Drive-strength map:
(8 px per um)
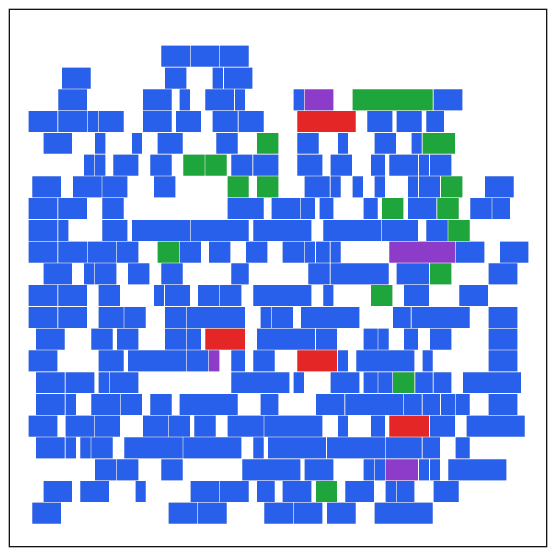
I/O pins on the die edge:
(8 px per um) Pins as bars across the die edge, other pins in gray.
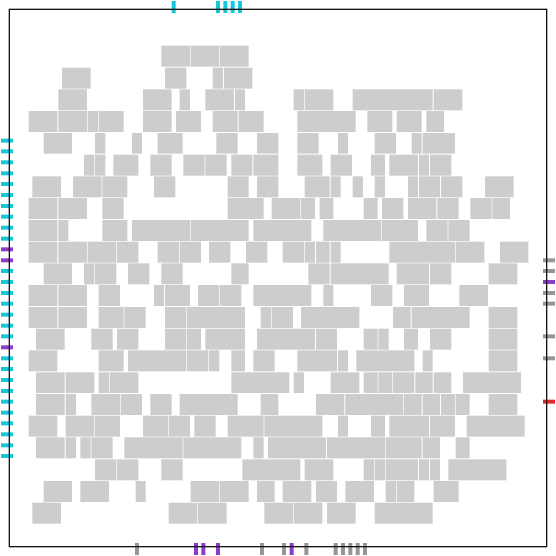
Wires at chosen ports, followed through buffers:
(4 px per um)
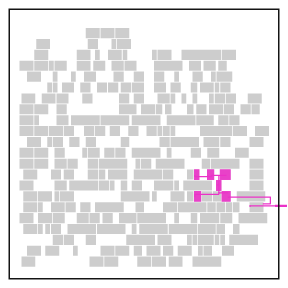
Metal layers overlaid:
(8 px per um) Only two layers are drawn.
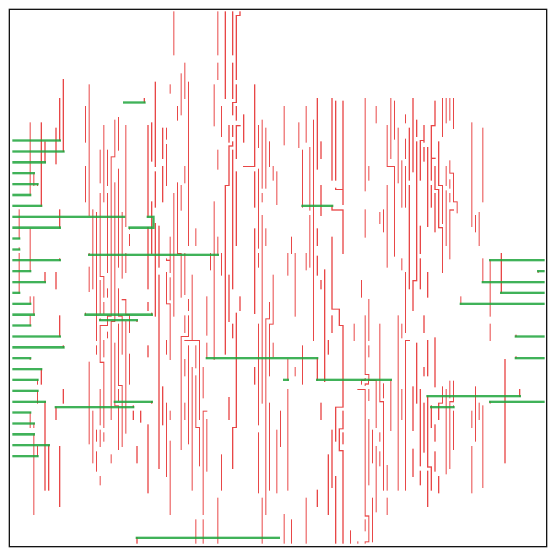
Cell placement:
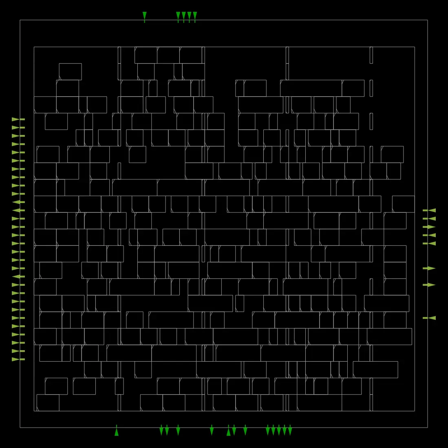
## src/rtl/uart_tx_arbiter_if.sv

```systemverilog
// -----------------------------------------------------------------------------
// uart_tx_arbiter_if
//   Bundles the requester-side handshake and the UART_TX control lines
//   that the arbiter sits between.
//
//   req_valid  [NUM_REQ]    per-requester byte available, held until req_ready
//   req_data   [NUM_REQ*8]  byte of requester i on [8*i+7:8*i]
//   req_ready  [NUM_REQ]    one-cycle pulse: requester's byte accepted
//   tx_start               one-cycle pulse to UART_TX
//   tx_byte    [8]          byte to UART_TX, stable for the whole frame
//   tx_busy                frame in progress, from UART_TX
//
//   master: the arbiter's view.  slave: the producers and UART_TX side.
// -----------------------------------------------------------------------------
interface uart_tx_arbiter_if #(
  parameter int NUM_REQ = 4
);
  logic [NUM_REQ-1:0]   req_valid;
  logic [NUM_REQ*8-1:0] req_data;
  logic [NUM_REQ-1:0]   req_ready;
  logic                 tx_start;
  logic [7:0]           tx_byte;
  logic                 tx_busy;

  modport master (
    input  req_valid, req_data, tx_busy,
    output req_ready, tx_start, tx_byte
  );

  modport slave (
    output req_valid, req_data, tx_busy,
    input  req_ready, tx_start, tx_byte
  );
endinterface

```

## src/rtl/uart_tx_arbiter.sv

```systemverilog
// -----------------------------------------------------------------------------
// uart_tx_arbiter
//   Shares one UART_TX between NUM_REQ byte producers with round-robin grants.
//   Each grant latches one byte, pulses tx_start for one cycle, then follows
//   tx_busy until the frame ends. If tx_busy never rises within BUSY_TIMEOUT
//   cycles the grant is abandoned (not retried) and busy_timeout pulses.
//
//   clk           system clock, posedge
//   rst           synchronous reset, active-high
//   bus           uart_tx_arbiter_if.master (requesters + UART_TX control)
//   grant_id      index of the current or last granted requester
//   tx_done       one-cycle pulse when the granted frame completes
//   busy_timeout  one-cycle pulse when tx_busy never rose after tx_start
//
//   All outputs are registered.
// -----------------------------------------------------------------------------
module uart_tx_arbiter #(
  parameter int NUM_REQ      = 4,
  parameter int BUSY_TIMEOUT = 16
) (
  input  logic                       clk,
  input  logic                       rst,
  uart_tx_arbiter_if.master          bus,
  output logic [$clog2(NUM_REQ)-1:0] grant_id,
  output logic                       tx_done,
  output logic                       busy_timeout
);

  localparam int              IDW      = $clog2(NUM_REQ);
  localparam int              CW       = $clog2(BUSY_TIMEOUT);
  localparam logic [IDW-1:0]  LAST_ID  = IDW'(NUM_REQ - 1);
  localparam logic [CW-1:0]   LAST_CNT = CW'(BUSY_TIMEOUT - 1);

  typedef enum logic [1:0] {IDLE, START, WAIT_BUSY, WAIT_DONE} state_e;

  state_e               state_q, state_d;
  logic [IDW-1:0]       rr_ptr_q, rr_ptr_d;
  logic [IDW-1:0]       grant_id_q, grant_id_d;
  logic [CW-1:0]        cnt_q, cnt_d;
  logic [NUM_REQ-1:0]   req_ready_q, req_ready_d;
  logic                 tx_start_q, tx_start_d;
  logic [7:0]           tx_byte_q, tx_byte_d;
  logic                 tx_done_q, tx_done_d;
  logic                 busy_timeout_q, busy_timeout_d;
  logic [IDW-1:0]       winner;

  // Round-robin scan starting at ptr. The index wraps by explicit compare so
  // a NUM_REQ that is not a power of two never visits a nonexistent slot.
  function automatic logic [IDW-1:0] pick_winner(input logic [NUM_REQ-1:0] valid,
                                                 input logic [IDW-1:0]     ptr);
    logic [IDW-1:0] idx;
    logic [IDW-1:0] win;
    logic           found;
    idx   = ptr;
    win   = ptr;
    found = 1'b0;
    for (int k = 0; k < NUM_REQ; k++) begin
      if (!found && valid[idx]) begin
        win   = idx;
        found = 1'b1;
      end
      idx = (idx == LAST_ID) ? '0 : idx + IDW'(1);
    end
    return win;
  endfunction

  assign winner = pick_winner(bus.req_valid, rr_ptr_q);

  // NOTE: every signal written here gets a default first, so no path through
  // the case statement can leave a value unassigned and infer a latch.
  always_comb begin
    state_d        = state_q;
    rr_ptr_d       = rr_ptr_q;
    grant_id_d     = grant_id_q;
    tx_byte_d      = tx_byte_q;
    cnt_d          = cnt_q;
    req_ready_d    = '0;
    tx_start_d     = 1'b0;
    tx_done_d      = 1'b0;
    busy_timeout_d = 1'b0;

    case (state_q)
      IDLE: begin
        // tx_busy high here means a frame is still on the wire (external, or
        // left over from before a reset); hold off until it ends.
        if (!bus.tx_busy && (|bus.req_valid)) begin
          tx_byte_d           = bus.req_data[8*winner +: 8];
          grant_id_d          = winner;
          req_ready_d[winner] = 1'b1;
          tx_start_d          = 1'b1;
          rr_ptr_d            = (winner == LAST_ID) ? '0 : winner + IDW'(1);
          state_d             = START;
        end
      end
      START: begin
        cnt_d   = '0;
        state_d = WAIT_BUSY;
      end
      WAIT_BUSY: begin
        if (bus.tx_busy) begin
          state_d = WAIT_DONE;
        end else if (cnt_q == LAST_CNT) begin
          busy_timeout_d = 1'b1;
          state_d        = IDLE;
        end else begin
          cnt_d = cnt_q + CW'(1);
        end
      end
      WAIT_DONE: begin
        if (!bus.tx_busy) begin
          tx_done_d = 1'b1;
          state_d   = IDLE;
        end
      end
      default: state_d = IDLE;
    endcase
  end

  // NOTE: state registers use non-blocking assignments so every flop samples
  // the pre-edge values, independent of statement order.
  always_ff @(posedge clk) begin
    if (rst) begin
      state_q        <= IDLE;
      rr_ptr_q       <= '0;
      grant_id_q     <= '0;
      cnt_q          <= '0;
      req_ready_q    <= '0;
      tx_start_q     <= 1'b0;
      tx_byte_q      <= '0;
      tx_done_q      <= 1'b0;
      busy_timeout_q <= 1'b0;
    end else begin
      state_q        <= state_d;
      rr_ptr_q       <= rr_ptr_d;
      grant_id_q     <= grant_id_d;
      cnt_q          <= cnt_d;
      req_ready_q    <= req_ready_d;
      tx_start_q     <= tx_start_d;
      tx_byte_q      <= tx_byte_d;
      tx_done_q      <= tx_done_d;
      busy_timeout_q <= busy_timeout_d;
    end
  end

  assign bus.req_ready = req_ready_q;
  assign bus.tx_start  = tx_start_q;
  assign bus.tx_byte   = tx_byte_q;
  assign grant_id      = grant_id_q;
  assign tx_done       = tx_done_q;
  assign busy_timeout  = busy_timeout_q;

endmodule

```

## src/flat_wrapper.sv

```systemverilog
// flat-port wrapper written by rule: the top's interface ports become plain ports
module uart_tx_arbiter_flat 
#(
  parameter int NUM_REQ      = 4,
  parameter int BUSY_TIMEOUT = 16
)
  (clk, rst, grant_id, tx_done, busy_timeout, bus_req_valid, bus_req_data, bus_tx_busy, bus_req_ready, bus_tx_start, bus_tx_byte);
  uart_tx_arbiter_if #(.NUM_REQ(NUM_REQ)) bus_i ();
  input  logic clk;
  input  logic rst;
  output logic [$clog2(NUM_REQ)-1:0] grant_id;
  output logic tx_done;
  output logic busy_timeout;
  input wire logic [$bits(bus_i.req_valid)-1:0] bus_req_valid;
  input wire logic [$bits(bus_i.req_data)-1:0] bus_req_data;
  input wire logic [$bits(bus_i.tx_busy)-1:0] bus_tx_busy;
  output wire logic [$bits(bus_i.req_ready)-1:0] bus_req_ready;
  output wire logic [$bits(bus_i.tx_start)-1:0] bus_tx_start;
  output wire logic [$bits(bus_i.tx_byte)-1:0] bus_tx_byte;
  assign bus_i.req_valid = bus_req_valid;
  assign bus_i.req_data = bus_req_data;
  assign bus_i.tx_busy = bus_tx_busy;
  assign bus_req_ready = bus_i.req_ready;
  assign bus_tx_start = bus_i.tx_start;
  assign bus_tx_byte = bus_i.tx_byte;
  uart_tx_arbiter #(.NUM_REQ(NUM_REQ), .BUSY_TIMEOUT(BUSY_TIMEOUT)) u_core (.clk(clk), .rst(rst), .bus(bus_i), .grant_id(grant_id), .tx_done(tx_done), .busy_timeout(busy_timeout));
endmodule
```

## config.mk

```make
export PLATFORM = sky130hd
export DESIGN_NAME = uart_tx_arbiter_flat
export DESIGN_NICKNAME = d
export VERILOG_FILES = /design/src/rtl/uart_tx_arbiter_if.sv /design/src/rtl/uart_tx_arbiter.sv /design/src/flat_wrapper.sv
export SDC_FILE = /design/constraint.sdc
export NUM_CORES = 1
export LEC_CHECK = 0
export ABC_AREA = 0
export CAP_MARGIN = 20
export CORE_MARGIN = 2
export CORE_UTILIZATION = 41
export CTS_CLUSTER_SIZE = 28
export DETAILED_ROUTE_END_ITERATION = 8
export GPL_ROUTABILITY_DRIVEN = 0
export GPL_TIMING_DRIVEN = 1
export PLACE_DENSITY = 0.76
export SYNTH_ARGS = -nofsm -noshare
export SYNTH_HDL_FRONTEND = slang
export SYNTH_SLANG_ARGS = --single-unit
```

## constraint.sdc

```tcl
create_clock -name clk -period 3.3 [get_ports clk]
set_clock_uncertainty 0.1 [all_clocks]
set_input_delay 0.33 -clock clk [delete_from_list [all_inputs] [get_ports clk]]
set_output_delay 0.33 -clock clk [all_outputs]
set_load 0.05 [all_outputs]
```

==> results.sh <==
# implementation run metrics
export IMPL_die_area_mm2=0.00449
export IMPL_adder_share_pct=3.08
export IMPL_vias_per_cell=5.64
export IMPL_synth_top_cell_by_count="dfxtp_1"
export IMPL_finalCriticalPeriod_ns=3.11
export IMPL_grt_use_met2_pct=34.6
export IMPL_worstSetupPathType="flop to flop"
export IMPL_xor_area_share_pct=1.08
export IMPL_drive_gt1_share_pct=9.72
export IMPL_nNetsFinal=291
export IMPL_synth_largest_area_cell="dfxtp_1"
export IMPL_top_cell_area_share_pct=30.8
export IMPL_synth_logic_top_family="AND-OR/OR-AND gates"
export IMPL_area_share_nonclk_buffers_pct=28.9
export IMPL_holdCritPathClass="flop to flop"
export IMPL_globalRoute_busiestLayer="met2"
export IMPL_reg2reg_setup_slack_ns=0.19
export IMPL_fillCellCount=375
export IMPL_post_cts_setup_buffers=0
export IMPL_ys_cells=189
export IMPL_setup_violations=0
export IMPL_worst_path_max_delay_cell="a2111oi_0"
export IMPL_drt_pass1_iter_count=4
export IMPL_lay_top_cells="55 x clkdlybuf4s50_1, 25 x dfxtp_1, 22 x a211oi_1"
export IMPL_antenna_cells=0
export IMPL_synth_edff_count=0
export IMPL_rsz0062_at_grt="false"
export IMPL_cts_hold_buf=0
export IMPL_flop_area_um2=500
export IMPL_top_cells_by_area="dfxtp_1 31%, a211oi_1 10%, a2111oi_0 7.0%, inv_1 4.6%, nand3b_1 3.7%"
export IMPL_gr_total_overflow=0
export IMPL_postRouteAntennaNets=0
export IMPL_openroad_warnings=27
export IMPL_syn_area_mm2=0.00163
export IMPL_largest_cell_class="combinational gates"
export IMPL_core_mm2=0.00374
export IMPL_path_depth=9
export IMPL_maxSlewViolCount=0
export IMPL_lay_top_count="clkdlybuf4s50_1"
export IMPL_cp_endpoint="u_core.bus.tx_byte[5]"
export IMPL_dr_wl_met2_um=2040
export IMPL_logic_gates=128
export IMPL_logic_area_um2=952
export IMPL_clk_latency_ns=0.27
export IMPL_syn_area_per_cell_um2=8.61
export IMPL_post_dp_cell_area_mm2=0.00226
export IMPL_grt_usage_pct=19.5
export IMPL_hold_end="u_core.bus.tx_byte[7]"
export IMPL_drt_initial_drc_count=84
export IMPL_htree_levels=1
export IMPL_clk_pin_slew_ns=0.09
export IMPL_maxCapViolCount=0
export IMPL_cts_resized_gates=0
export IMPL_crit_arrival_ns=3.20
export IMPL_cts_buffers=3
export IMPL_relSlewSlack_pct=62.3
export IMPL_nWellTaps=48
export IMPL_max_vdd_ir_drop_mv=0.383
export IMPL_reg2regPathDepth=9
export IMPL_p_leak_nw=0.896
export IMPL_clkSinkCount=25
export IMPL_critical_path_startpoint="u_core.rr_ptr_q[1]"
export IMPL_seq_area_share_pct=21.7
export IMPL_comb_area_share_pct=41.2
export IMPL_signal_buffers=69
export IMPL_hold_viol=0
export IMPL_r2r_start="u_core.rr_ptr_q[1]"
export IMPL_outcome="complete, no violations"
export IMPL_fp_nets=232
export IMPL_wl_met3_um=262
export IMPL_synthFlopType="dfxtp_1"
export IMPL_grtUsageMet3_pct=3.38
export IMPL_grtUsageMet1_pct=24.5
export IMPL_hp_start="u_core.bus.tx_byte[7]"
export IMPL_n_all_inverters=21
export IMPL_crit_family="AND-OR/OR-AND gates"
export IMPL_dpl_hpwl_um=3190
export IMPL_synth_warnings=0
export IMPL_drt_drc_violations_left=0
export IMPL_clock_cell_area_share_pct=2.11
export IMPL_max_clock_path_buffers=2
export IMPL_finalCritPeriodShare_pct=94.3
export IMPL_whs_ns=0.399
export IMPL_synthMuxAreaShare_pct=3.92
export IMPL_slowest_delay_ns=0.57
export IMPL_synthAoiAreaFrac_pct=34.1
export IMPL_dp_slack_ns=0.0462
export IMPL_path_cells="ha_1 > o21a_1 > or3_4 > a2111oi_4 > mux2i_1 > buf_4 > a2111oi_0 > a211oi_1 > o31ai_1"
export IMPL_setup_tns_ns=0
export IMPL_fin_util_pct=61.7
export IMPL_flops=25
export IMPL_drt_met1_wl_um=1890
export IMPL_holdPathStages=2
export IMPL_dp_cells=291
export IMPL_cts_root_buf="clkbuf_8"
export IMPL_start_kind="flop"
export IMPL_async_reset_ff_share_pct=0
export IMPL_fp_util_pct=43.4
export IMPL_ys_top_cells_by_count="25 x dfxtp_1, 22 x a211oi_1, 20 x inv_1"
export IMPL_yosysUniqueCellTypes=43
export IMPL_worst_slew_pin_slew_ns=0.552
export IMPL_total_power_mw=1.50
export IMPL_highest_signal_layer="met4"
export IMPL_r2r_end="u_core.bus.tx_byte[5]"
export IMPL_postSynthCellCount=189
export IMPL_ys_chip_area_mm2=0.00163
export IMPL_grt_max_degree=21
Notes on 'drive-strength map' above:
- blue: _0 and _1 cells (cells 223; most used clkdlybuf4s50_1)
- purple: _2 cells (cells 4)
- red: _6 and larger (cells 4; most used clkbuf_8)
- green: _3 and _4 cells (cells 16; most used buf_4)
Area Growth Syn to Fin: 41.9%
final worst slack: 0.189 ns
post-route cell area: 0.00231 mm2

Notes on 'I/O pins on the die edge' above:
- purple: bus_tx_byte (pins 8; direction output; edge 4 bottom, 3 left, 1 right)
- red: bus_tx_busy (pins 1; direction input; edge right)
- cyan: bus_req_data (pins 32; direction input; edge 27 left, 5 top)
- all pins by edge: 30 left, 13 bottom, 8 right, 5 top
Chip Height: 67.0 um
die width: 67.0 um

Notes on 'wires at chosen ports, followed through buffers' above:
- magenta: bus_tx_busy (bits 1; direction input; edge right; end cells 6; buffers 1; wire 44.0 um)
IO buf count: 55
Ports: 56

Notes on 'metal layers overlaid' above:
- green: metal 3 (wire length 263 um)
- red: metal 2 (wire length 2040 um)
Wirelength per Cell: 14.3 um
vias: 1663
drt total wl: 4230 um

Notes on 'cell placement' above:
final std cells w/o fill: 295
FP Rows: 22

[sequential cells by signal, indices dropped and copies added, names as in the netlist]
register	flops
u_core.grant_id	2
u_core.bus.tx_byte	8
u_core.rr_ptr_q	2
u_core.bus.tx_start	1
u_core.bus.req_ready	4
u_core.cnt_q	4
u_core.state_q	2
u_core.tx_done	1
u_core.busy_timeout	1
[power breakdown]
group          internal, mW  switching, mW  leakage (nW)
Clock                0.0855         0.0974        0.0217
Sequential            0.350         0.0315         0.204
Combinational         0.381          0.550         0.670
No activity file was given, so power comes from the tool's default toggle rates.
